$ cat src/rtl/m_uart_pkg.sv
// rtl/m_uart_pkg.sv - shared encodings and baud divider helper for the oversampling UART receiver
package m_uart_pkg;

    localparam logic [2:0] ST_IDLE   = 3'b000;
    localparam logic [2:0] ST_START  = 3'b001;
    localparam logic [2:0] ST_DATA   = 3'b010;
    localparam logic [2:0] ST_PARITY = 3'b011;
    localparam logic [2:0] ST_STOP   = 3'b100;

    localparam int PAR_MODE_EVEN = 0;
    localparam int PAR_MODE_ODD  = 1;

    // Clocks per oversample tick, rounded to nearest.
    function automatic int uart_div(input int clk_hz, input int baud, input int os);
        return (clk_hz + (baud * os) / 2) / (baud * os);
    endfunction

endpackage

$ cat src/rtl/m_uart_rx_fifo.sv
// rtl/m_uart_rx_fifo.sv - synchronous receive FIFO with show-ahead head output
module m_uart_rx_fifo #(
    parameter int WIDTH = 8,
    parameter int DEPTH = 4
) (
    input  logic                     clk,
    input  logic                     reset,
    input  logic                     push,
    input  logic [WIDTH-1:0]         din,
    input  logic                     pop,
    output logic [WIDTH-1:0]         dout,
    output logic                     full,
    output logic                     empty,
    output logic [$clog2(DEPTH):0]   count
);

    localparam int AW = $clog2(DEPTH);

    logic [WIDTH-1:0] mem_q [DEPTH];
    logic [AW:0]      wr_ptr_q, wr_ptr_d;
    logic [AW:0]      rd_ptr_q, rd_ptr_d;
    logic             do_push;
    logic             do_pop;

    always_comb begin
        empty    = (wr_ptr_q == rd_ptr_q);
        // Extra pointer bit distinguishes full from empty when the indices match.
        full     = (wr_ptr_q[AW] != rd_ptr_q[AW]) && (wr_ptr_q[AW-1:0] == rd_ptr_q[AW-1:0]);
        do_pop   = pop && !empty;
        do_push  = push && (!full || do_pop);
        wr_ptr_d = do_push ? wr_ptr_q + 1'b1 : wr_ptr_q;
        rd_ptr_d = do_pop  ? rd_ptr_q + 1'b1 : rd_ptr_q;
        count    = wr_ptr_q - rd_ptr_q;
        dout     = empty ? '0 : mem_q[rd_ptr_q[AW-1:0]];
    end

    always_ff @(posedge clk or negedge reset) begin
        if (!reset) begin
            wr_ptr_q <= '0;
            rd_ptr_q <= '0;
        end else begin
            wr_ptr_q <= wr_ptr_d;
            rd_ptr_q <= rd_ptr_d;
        end
    end

    always_ff @(posedge clk) begin
        if (do_push) begin
            mem_q[wr_ptr_q[AW-1:0]] <= din;
        end
    end

endmodule

$ cat src/rtl/m_uart_rx_os.sv
// rtl/m_uart_rx_os.sv - oversampling UART receiver with majority vote, receive FIFO and sticky errors
module m_uart_rx_os
    import m_uart_pkg::*;
#(
    parameter int WORD       = 8,
    parameter int CLK_FREQ   = 16_000_000,
    parameter int BAUD_RATE  = 115200,
    parameter int OVERSAMPLE = 16,
    parameter int PARITY_EN  = 0,
    parameter int PARITY_ODD = 0,
    parameter int STOP_BITS  = 1,
    parameter int FIFO_DEPTH = 4
) (
    input  logic                          clk,
    input  logic                          reset,
    input  logic                          RXD,
    input  logic                          read,
    input  logic                          err_clr,
    output logic [WORD-1:0]               data_o,
    output logic                          valid,
    output logic [$clog2(FIFO_DEPTH):0]   fifo_count,
    output logic [2:0]                    state,
    output logic                          frame_err,
    output logic                          parity_err,
    output logic                          overrun
);

    localparam int DIV = uart_div(CLK_FREQ, BAUD_RATE, OVERSAMPLE);
    localparam int PW  = (DIV > 1) ? $clog2(DIV) : 1;
    localparam int TW  = $clog2(OVERSAMPLE);

    localparam logic [PW-1:0] P_LAST    = PW'(DIV - 1);
    localparam logic [TW-1:0] T_S0      = TW'(OVERSAMPLE / 2 - 1);
    localparam logic [TW-1:0] T_S1      = TW'(OVERSAMPLE / 2);
    localparam logic [TW-1:0] T_DEC     = TW'(OVERSAMPLE / 2 + 1);
    localparam logic [TW-1:0] T_END     = TW'(OVERSAMPLE - 1);
    localparam logic [3:0]    B_LASTDAT = 4'(WORD - 1);
    localparam logic [3:0]    B_LASTSTP = 4'(STOP_BITS - 1);
    localparam logic          PAR_ODD   = (PARITY_ODD == PAR_MODE_ODD);

    logic            rxd_s1_q, rxd_s2_q;
    logic [2:0]      state_q, state_d;
    logic [PW-1:0]   presc_q, presc_d;
    logic [TW-1:0]   tcnt_q, tcnt_d;
    logic [3:0]      bit_q, bit_d;
    logic [WORD-1:0] shreg_q, shreg_d;
    logic            smp0_q, smp0_d;
    logic            smp1_q, smp1_d;
    logic            par_bad_q, par_bad_d;
    logic            stop_bad_q, stop_bad_d;
    logic            frame_err_q, frame_err_d;
    logic            parity_err_q, parity_err_d;
    logic            overrun_q, overrun_d;

    logic            rx, tick, dec, bit_end, maj, stop_bad_now;
    logic            frame_done, frame_set, parity_set, good_push;
    logic            fifo_push, fifo_full, fifo_empty;

    always_comb begin
        rx           = rxd_s2_q;
        tick         = (state_q != ST_IDLE) && (presc_q == P_LAST);
        dec          = tick && (tcnt_q == T_DEC);
        bit_end      = tick && (tcnt_q == T_END);
        maj          = (smp0_q & smp1_q) | (smp0_q & rx) | (smp1_q & rx);
        stop_bad_now = stop_bad_q | ~maj;

        state_d    = state_q;
        presc_d    = (presc_q == P_LAST) ? '0 : presc_q + 1'b1;
        tcnt_d     = tcnt_q;
        bit_d      = bit_q;
        shreg_d    = shreg_q;
        smp0_d     = smp0_q;
        smp1_d     = smp1_q;
        par_bad_d  = par_bad_q;
        stop_bad_d = stop_bad_q;
        frame_done = 1'b0;
        frame_set  = 1'b0;
        parity_set = 1'b0;

        if (tick) begin
            tcnt_d = (tcnt_q == T_END) ? '0 : tcnt_q + 1'b1;
            if (tcnt_q == T_S0) smp0_d = rx;
            if (tcnt_q == T_S1) smp1_d = rx;
        end

        case (state_q)
            ST_IDLE: begin
                presc_d    = '0;
                tcnt_d     = '0;
                bit_d      = '0;
                par_bad_d  = 1'b0;
                stop_bad_d = 1'b0;
                if (!rx) state_d = ST_START;
            end
            ST_START: begin
                if (dec && maj) begin
                    state_d = ST_IDLE;
                end else if (bit_end) begin
                    state_d = ST_DATA;
                    bit_d   = '0;
                end
            end
            ST_DATA: begin
                if (dec) shreg_d = {maj, shreg_q[WORD-1:1]};
                if (bit_end) begin
                    if (bit_q == B_LASTDAT) begin
                        state_d = (PARITY_EN != 0) ? ST_PARITY : ST_STOP;
                        bit_d   = '0;
                    end else begin
                        bit_d = bit_q + 1'b1;
                    end
                end
            end
            ST_PARITY: begin
                if (dec && (maj != (^shreg_q ^ PAR_ODD))) par_bad_d = 1'b1;
                if (bit_end) begin
                    state_d = ST_STOP;
                    bit_d   = '0;
                end
            end
            ST_STOP: begin
                // Leave at the decision tick of the last stop bit so a following start edge is caught.
                if (dec) begin
                    if (bit_q == B_LASTSTP) begin
                        state_d    = ST_IDLE;
                        frame_done = 1'b1;
                        frame_set  = stop_bad_now;
                        parity_set = par_bad_q;
                    end else begin
                        stop_bad_d = stop_bad_now;
                    end
                end
                if (bit_end) bit_d = bit_q + 1'b1;
            end
            default: state_d = ST_IDLE;
        endcase

        good_push    = frame_done && !frame_set && !parity_set;
        fifo_push    = good_push;
        frame_err_d  = frame_set  | (frame_err_q  & ~err_clr);
        parity_err_d = parity_set | (parity_err_q & ~err_clr);
        overrun_d    = (good_push && fifo_full && !read) | (overrun_q & ~err_clr);
    end

    always_ff @(posedge clk or negedge reset) begin
        if (!reset) begin
            rxd_s1_q     <= 1'b1;
            rxd_s2_q     <= 1'b1;
            state_q      <= ST_IDLE;
            presc_q      <= '0;
            tcnt_q       <= '0;
            bit_q        <= '0;
            shreg_q      <= '0;
            smp0_q       <= 1'b1;
            smp1_q       <= 1'b1;
            par_bad_q    <= 1'b0;
            stop_bad_q   <= 1'b0;
            frame_err_q  <= 1'b0;
            parity_err_q <= 1'b0;
            overrun_q    <= 1'b0;
        end else begin
            rxd_s1_q     <= RXD;
            rxd_s2_q     <= rxd_s1_q;
            state_q      <= state_d;
            presc_q      <= presc_d;
            tcnt_q       <= tcnt_d;
            bit_q        <= bit_d;
            shreg_q      <= shreg_d;
            smp0_q       <= smp0_d;
            smp1_q       <= smp1_d;
            par_bad_q    <= par_bad_d;
            stop_bad_q   <= stop_bad_d;
            frame_err_q  <= frame_err_d;
            parity_err_q <= parity_err_d;
            overrun_q    <= overrun_d;
        end
    end

    m_uart_rx_fifo #(
        .WIDTH (WORD),
        .DEPTH (FIFO_DEPTH)
    ) u_fifo (
        .clk   (clk),
        .reset (reset),
        .push  (fifo_push),
        .din   (shreg_q),
        .pop   (read),
        .dout  (data_o),
        .full  (fifo_full),
        .empty (fifo_empty),
        .count (fifo_count)
    );

    assign valid      = !fifo_empty;
    assign state      = state_q;
    assign frame_err  = frame_err_q;
    assign parity_err = parity_err_q;
    assign overrun    = overrun_q;

endmodule

$ cat config.mk
export PLATFORM = sky130hd
export DESIGN_NAME = m_uart_rx_os
export DESIGN_NICKNAME = d
export VERILOG_FILES = /design/src/rtl/m_uart_pkg.sv /design/src/rtl/m_uart_rx_fifo.sv /design/src/rtl/m_uart_rx_os.sv
export SDC_FILE = /design/constraint.sdc
export NUM_CORES = 1
export LEC_CHECK = 0
export CAP_MARGIN = 10
export CORE_UTILIZATION = 25
export CTS_CLUSTER_SIZE = 20
export DETAILED_ROUTE_END_ITERATION = 8
export PLACE_DENSITY_LB_ADDON = 0.3
export SYNTH_ARGS = -nofsm -noshare
export SYNTH_HDL_FRONTEND = slang
export SYNTH_HIERARCHICAL = 1
export SYNTH_SLANG_ARGS = --single-unit
$ cat constraint.sdc
create_clock -name clk -period 2.9 [get_ports clk]
set_input_delay 0.58 -clock clk [delete_from_list [all_inputs] [get_ports clk]]
set_output_delay 0.58 -clock clk [all_outputs]
set_load 0.01 [all_outputs]
### Gate-type map

Scale: 3 px per µm.
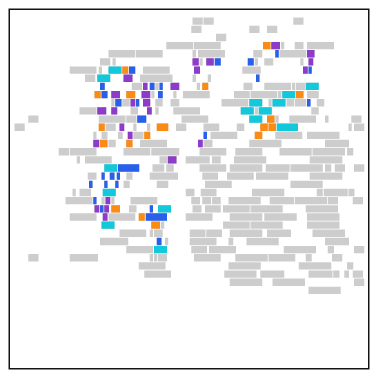
legend:
  fa/ha/maj cells:
    colour: cyan
    cells: 15
  and/or cells:
    colour: orange
    cells: 18
  nand cells:
    colour: blue
    cells: 28
  aoi and oai cells:
    colour: purple
    cells: 26

### Clock wiring as the flow saved it

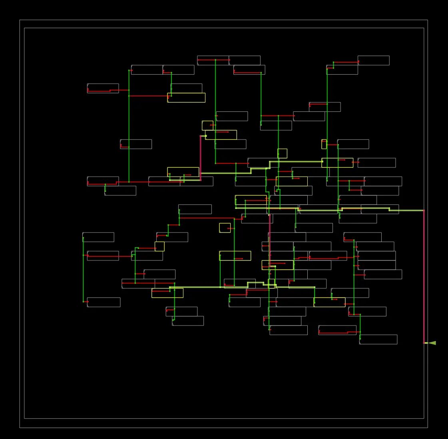
Seq Cell Count: 70
TritonCTS Buffers: 9
Clock Skew: 0.00698 ns
clock sinks: 70

### Ports around the boundary

Scale: 3 px per µm. Pins as bars across the die edge, other pins in grey.
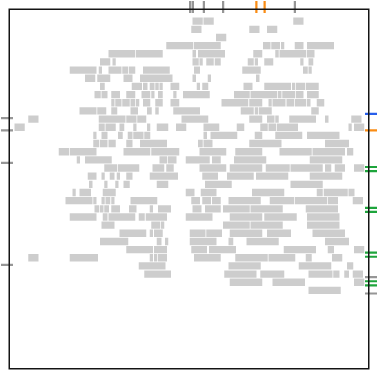
legend:
  valid:
    colour: blue
    pins: 1
    direction: output
    edge: right
  data_o:
    colour: green
    pins: 8
    direction: output
    edge: right
  fifo_count:
    colour: orange
    pins: 3
    direction: output
    edge: 2 top, 1 right
all pins by edge: 12 right, 7 top, 4 left

==> Slide: Implementation Results <==
Physical Implementation Snapshot

Status
  – Outcome: finished, final reports clean

Route
  – Drt wl/cell: 13.3 µm
  – DR iter-0 viols: 131
  – DRC violations left: 0
  – Routed Antenna Nets: 0
  – WL met2: 3020 µm
  – Via count: 2057
  – Via/cell ratio: 4.38

Synthesis
  – Cells after Synth: 258
  – Yosys cell count: 258
  – Post-synth ARST share: 54.3%
  – Syn Std Cell Area: 3440 µm²
  – Synth unique cells: 54
  – Area leader, netlist: edfxtp_1

STA
  – Fin crit period: 2.74 ns
  – Fin worst setup slack: 0.159 ns
  – RSZ-0062 raised after global routing: no
  – Cycle use final: 94.5%
  – Final Hold Violating Endpoints: 0

Layout
  – Max reg flops: 32
  – Largest cell class: sequential cells
  – Post-layout net count: 309
  – Non-clk bufs: 27
  – Commonest cells after routing, fill and taps aside: dfrtp_1, edfxtp_1, clkdlybuf4s50_1
  – Logic inverters: 17
  – Non-clock buffer share: 6.05%
  – # diodes: 0
  – Utilization after layout: 31.3%
  – Clock buf count: 9
  – Share of layout cells above drive strength 1: 20.1%
  – Comb_multi_in: 164
  – Final cell count without fillers: 470
  – Fillcell total: 1347
  – Seq. cell area: 1920 µm²

Floorplan
  – Taps Inserted: 176
  – Number of I/O pins: 23
  – Core footprint: 13300 µm²
  – Num rows: 42
  – Die Y: 119 µm

Power
  – Internal: 1.92 mW
  – Leak Pwr: 1.76 nW
  – Sequential fraction of design power: 42.2%
  – Pwr dens: 615 nW/µm²
  – Top Consumer: sequential cells
  – Power, Total: 2.57 mW
  – NetSw: 650 µW
  – Switching portion of total power: 25.3%
  – Combinational Power Share: 15.7%

Worst setup path
  – Worst Reg-to-Reg Cells: 7
  – Slowest stage cell, crit path: clkdlybuf4s50_1
  – Crit start category: flip-flop
  – Crit path max fanout: 4
  – Worst r2r src: bit_q[0]$_DFFE_PN0P_
  – Worst setup path start: u_fifo/wr_ptr_q[0]$_DFFE_PN0P_
  – R2R Path End: u_fifo/mem_q[2][1]$_DFFE_PP_
  – CP arrival: 2.16 ns
  – CP required: 2.32 ns

Clock network
  – CTS root buffer: clkbuf_16
  – CTS resizes: 1
  – H-tree depth: 3
  – Clk Latency, worst-skew pair: 0.33 ns
  – Post-CTS Hold Fix Bufs: 0
  – CTS tree: yes

Run
  – Max-capacitance violation count: 0

Placed design
  – Placed Instances: 454
  – IO buf count: 22

Hold path
  – Worst hold path type: reg2reg
  – Hold depth: 0

Global route
  – First-pass GRT wire length: 10900 µm
### Routed clock nets over the placement

Scale: 4 px per µm.
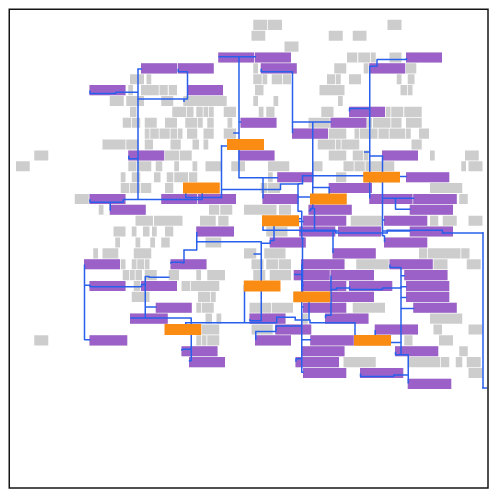
legend:
  clock drivers:
    colour: orange
    count: 9
  flip-flops:
    colour: purple
    count: 70
  clock wires:
    colour: blue
    length: 935 µm
routed clock nets: 10

### Metal layers overlaid

Scale: 2 px per µm. Two of the layers only.
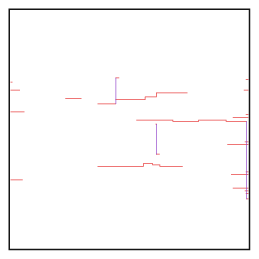
legend:
  metal 4:
    colour: purple
    wire_length: 66.6 µm
  metal 3:
    colour: red
    wire_length: 224 µm

## cells by family (layout without fill, tap and decap cells)
family	after synthesis	count (layout)	share of synthesized area, %
AND/OR/NAND/NOR	77	77	13.3
flip-flops	70	70	55.7
AND-OR/OR-AND	35	35	7.45
buffers and inverters	24	60	2.98
multiplexers	22	22	10.6
adder cells (fa/ha/maj)	15	15	5.67
XOR/XNOR	15	15	4.22
## per-layer routing
| metal | global-route usage [%] | vias up |
|---|---|---|
| li1 | - | 1001 |
| met1 | 12.1 | 1021 |
| met2 | 16.0 | 28 |
| met3 | 3.30 | 7 |
| met4 | 3.52 | 0 |
| met5 | 0 | - |
Power is estimated from default activity; no workload was simulated.
